--- src/rtl/ahb_sram_ctrl.sv ---
// ahb_sram_ctrl: AHB-Lite word slave driving a single-port SRAM with registered read data.
// Reads issue in the address phase; a read landing on a write data phase waits one cycle.
module ahb_sram_ctrl #(
    parameter int HADDR_W    = 32,
    parameter int DATA_W     = 32,
    parameter int WIDTH      = 10,
    parameter int DEPTH      = 64,
    parameter int WIDTH_ADDR = $clog2(DEPTH)
) (
    input  logic                  clk,
    input  logic                  rst,
    input  logic                  hsel,
    input  logic [HADDR_W-1:0]    haddr,
    input  logic [1:0]            htrans,
    input  logic                  hwrite,
    input  logic [2:0]            hsize,
    input  logic [DATA_W-1:0]     hwdata,
    input  logic                  hready,
    output logic                  hreadyout,
    output logic                  hresp,
    output logic [DATA_W-1:0]     hrdata,
    output logic                  sram_csen_n,
    output logic                  sram_we,
    output logic [WIDTH_ADDR-1:0] sram_addr,
    output logic [WIDTH-1:0]      sram_din,
    input  logic [WIDTH-1:0]      sram_dout_reg
);
    typedef enum logic [2:0] {IDLE, WR_DATA, RD_DATA, RD_WAIT, RD_LATE, ERR1, ERR2} state_t;

    state_t                state_q, state_d;
    logic [WIDTH_ADDR-1:0] addr_q, addr_d;
    logic [HADDR_W-3:0]    word_idx;
    logic                  ready, acc, illegal, rd_now, port_busy, unused_ok;

    assign word_idx  = haddr[HADDR_W-1:2];
    assign illegal   = hsize != 3'b010 || haddr[1:0] != 2'b00 || word_idx >= (HADDR_W-2)'(DEPTH);
    assign ready     = state_q != RD_WAIT && state_q != ERR1;
    assign acc       = hsel && htrans[1] && hready && ready;
    assign rd_now    = acc && !hwrite && !illegal && state_q != WR_DATA;
    assign port_busy = state_q == WR_DATA || state_q == RD_WAIT;
    assign unused_ok = ^{htrans[0], hwdata >> WIDTH};

    always_comb begin
        state_d = acc ? (illegal ? ERR1 : hwrite ? WR_DATA : state_q == WR_DATA ? RD_WAIT : RD_DATA)
                : state_q == RD_WAIT ? RD_LATE : state_q == ERR1 ? ERR2 : IDLE;
        addr_d  = acc ? haddr[WIDTH_ADDR+1:2] : addr_q;
    end

    always_ff @(posedge clk) begin
        if (rst) begin
            state_q <= IDLE;
            addr_q  <= '0;
        end else begin
            state_q <= state_d;
            addr_q  <= addr_d;
        end
    end

    // reset overrides every output combinationally so a pending write cannot reach the SRAM
    assign hreadyout   = rst || ready;
    assign hresp       = !rst && (state_q == ERR1 || state_q == ERR2);
    assign hrdata      = (!rst && (state_q == RD_DATA || state_q == RD_LATE)) ? DATA_W'(sram_dout_reg) : '0;
    assign sram_we     = !rst && state_q == WR_DATA;
    assign sram_csen_n = rst || !(port_busy || rd_now);
    assign sram_addr   = rst ? '0 : rd_now ? haddr[WIDTH_ADDR+1:2] : port_busy ? addr_q : '0;
    assign sram_din    = sram_we ? hwdata[WIDTH-1:0] : '0;
endmodule

--- config.mk ---
export PLATFORM = sky130hd
export DESIGN_NAME = ahb_sram_ctrl
export DESIGN_NICKNAME = d
export VERILOG_FILES = /design/src/rtl/ahb_sram_ctrl.sv
export SDC_FILE = /design/constraint.sdc
export NUM_CORES = 1
export LEC_CHECK = 0
export CORE_AREA = 2 2 52 54
export DETAILED_ROUTE_END_ITERATION = 10
export DIE_AREA = 0 0 54 56
export DONT_BUFFER_PORTS = 1
export GPL_TIMING_DRIVEN = 0
export HOLD_SLACK_MARGIN = 0.06
export SLEW_MARGIN = 20
export SYNTH_ARGS = -nofsm -noshare
export SYNTH_HDL_FRONTEND = slang
export SYNTH_SLANG_ARGS = --single-unit
export TNS_END_PERCENT = 1
--- constraint.sdc ---
create_clock -name clk -period 2.5 [get_ports clk]
set_input_delay 0.625 -clock clk [delete_from_list [all_inputs] [get_ports clk]]
set_output_delay 0.625 -clock clk [all_outputs]
set_load 0.02 [all_outputs]
route_heat.png
Scale bar: 20 um. The die is cut into 11 by 11 equal tiles; black is low, pale yellow is high, scaled to the fullest tile. Values are wire area over tile area, all layers added.
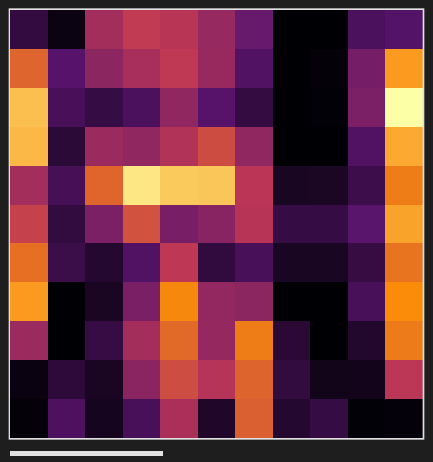
The fullest tile reaches 0.39. 24% of the tiles are over half the peak. The mean over all tiles is 0.13. 13% of the tiles are nearly empty.
Wirelength per Cell: 13.79 um
total number of vias: 795
drt total wl: 2.248 mm
global-route usage over all layers: 13.51%

congestion_map.png
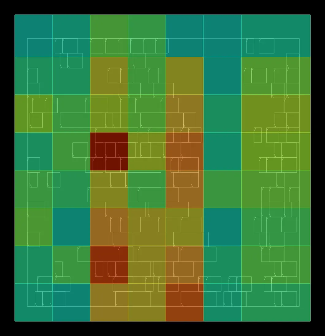
global-route met3 utilization: 3.226%
GRT met2 Usage: 25.78%
Global Route met1 Usage: 12.05%

util_map.png
Scale bar: 20 um. The die is cut into 11 by 11 equal tiles; black is low, pale yellow is high, 0 to 100% covered.
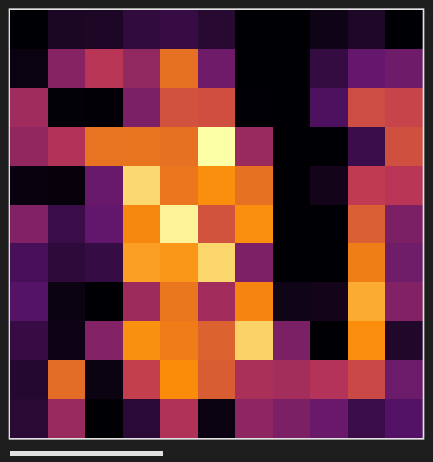
The fullest tile reaches 100%. The densest ninth of the die: centre. 17% of the tiles are nearly empty. 9.9% of the tiles are over 75% full. The mean over all tiles is 34%.
final cell utilization of the core: 43.98%
FP Core Util: 34.26%

m1.png
Scale bar: 20 um.
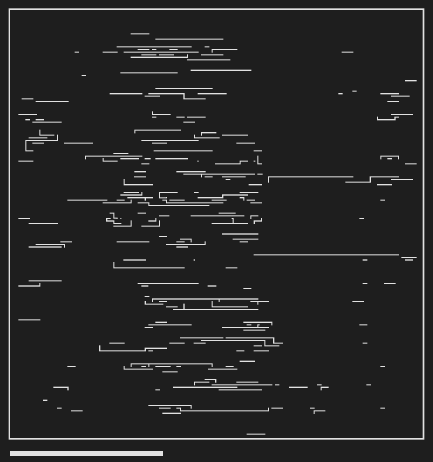
The layer holds 29% of the routed length. The layer carries 658 um of wire. The wires run mostly horizontal. 141 nets have wire on it. The longest straight run is 18.9 um.

==> run notes <==
impl run done, here's what came out: Pwr per Cell Area about 330 nW/um^2, critical path startpoint state_q[2], post-synthesis instance area 833.3 um^2, share of flip-flops with an asynchronous set or reset 0%, Clk power between 0.0001 and 0.00015 W, I/O pin cnt 136, first-pass detailed-route iteration total 4, final global-route overflow total 0, post-synthesis xor/xnor area fraction approximately 2.1%, type of the worst setup path register to output pin, top logic cell by instance count in the layout buf_4, final critical-path share of the clock period between 90% and 100%, largest combinational cell category by area simple AND/OR/NAND/NOR gates, Max Buffers Root-to-Sink 2, power in sequential cells 0.000152 W, cell type group with the largest total delay on the critical path AND-OR/OR-AND gates, number of design rule violations left after detail routing 0, reg-to-reg critical path endpoint addr_q[4], Detailed Place HPWL approximately 1.9 mm, area of the die 3024 um^2, reg2reg path depth 4, Buffers on Ports 0, Layout Skew 0.004210 ns, switching component of the power 0.0001118 W, count of filler cells inserted in the layout between 200 and 300, Top pwr grp sequential cells, clock transition at the registers of the reported paths 0.07 ns, CP Capture Type output pin, gate count after technology mapping 106, number of warnings printed during yosys synthesis 0, CTS tree yes, yosys cell count 106, setup_tns 0 ns, Buffers & Inverters on Critical Path 0, number of CTS-inserted buffers 3, fraction of the mapped netlist area in adder cells 0%, hold path endpoint addr_q[1], area after detailed placement 949.7 um^2, Worst path slowest cell a21oi_1, worst-margin pin slew 0.7090 ns, clk latency late pin around 0.26 ns, Worst R2R Start state_q[1], Synth Area in Simple Gates 34.68%, Design Area, Final between 1000 and 1500 um^2, total routed wire length on the met1 layer 658 um, Max FO, Critical Path 6, initial antenna violation count 0, Final Instance Count excl. Fillers 163, power dissipated in combinational cells around 0.000090 W, count of cells along the worst hold path 2, leakage power 0.5368 nW, Chip Area, Yosys 833.3 um^2, die width roughly 54 um, total power draw 0.0003535 W, tapcell count 30, part of the total power dissipated in the clock network 31.7%, Cell Rows 18, Met3 Routed Length 289 um, sequential share of power a little over two fifths, part of the total power dissipated in combinational logic 25.4%, proportion of final cell area spent on non-clock buffers 18.36%, weighted congestion at the end of routability-driven global placement 0.6802, count of non-CTS inverters in the layout 3, relative area change from synthesis to final layout 28.38%, final worst-path setup slack 0.09361 ns, sequential share of cell area 17.08%, CORE AREA 2432 um^2, crit path to sram_csen_n, net count of the finished layout ~220, proportion of layout cells with a drive suffix above 1 32.33%, internal power of the cells roughly 0.00024 W, total number of sequential cells 9, path length in cells of the critical path 4, highest achievable clock rate 0.4156 GHz, required time of the critical path 1.88 ns, Main synth FF type dfxtp_1, Post-synth mux share 7.207%, Post-Route Hold Slack between 0.5 and 0.6 ns, IR drop worst, VDD 223.7 uV, final-report setup violation count 0, CTS H-tree depth 1, worst-path cell chain xor2_1 > a211o_1 > nor2_1 > a21oi_1, share of final layout cell area taken by clock buffers and inverters 2.573%, most frequent cells in the layout buf_4 (23), conb_1 (22), and2_1 (19), area occupied by multi-input gates 614.3 um^2, worst slack, placed -0.1816 ns, endpoints failing hold 0, number of max-slew violations in the final report 0, vias per inst 4.877, grt peak-use layer met2, result of the run finished clean, multi-input combinational area share between 50% and 60%, vias in the first global route approximately 710, Switching Share 31.62%, Critical Path AT 1.78 ns, final antenna-violating net count 0, post-synthesis compound-gate area fraction 11.41%, class of the tightest hold or removal check input pin to register, biggest cell category by area in the final layout multi-input combinational cells, Diodes inserted 0, mean instance size in the synthesized netlist 7.861 um^2, count of unique library cells instantiated by Yosys 23, flip-flop and latch area between 150 and 200 um^2, sequential area share after synthesis 21.62%, count of library flops with an enable pin 0, slew margin rel. between 50 and 60%, global-route wire length before repair 2.967 mm, pin count of the biggest net entering global routing 11, top routing layer used met4, iteration-0 DRC count of the detailed router 8, minimum clock period after layout 2.406 ns, die boundary height about 56 um, register-to-register setup slack 1.10 ns, delay of the slowest critical-path stage 0.45 ns, origin of the worst min-delay path haddr[3], MI comb cells 90, flop and latch count out of synthesis 9, tool warnings 50
sequential cells by signal, indices dropped and copies added (netlist names):
register / count
addr_q: 6
state_q: 3
repair_timing:
action,4_1_cts,5_1_grt
setup buffers,1,1
resized,3,16
pin swaps,2,4
hold buffers,0,0
endpoints found under the setup margin,15,26
hold endpoints to repair,0,0
synth_stat cells (2+ instances only):
master | count | area share [%]
xor2_1 | 2 | 2.1
a22o_1 | 6 | 6.3
clkbuf_1 | 3 | 1.4
nor4_1 | 6 | 4.5
nand4_1 | 2 | 1.5
and3_1 | 2 | 1.5
nor3_1 | 3 | 1.8
nor2_1 | 10 | 4.5
buf_4 | 22 | 20
nor4b_1 | 2 | 2.1
mux2i_1 | 6 | 7.2
inv_1 | 3 | 1.4
and2_1 | 20 | 15
dfxtp_1 | 9 | 22
nand3_1 | 2 | 1.2
No activity file was given, so power comes from the tool's default toggle rates.
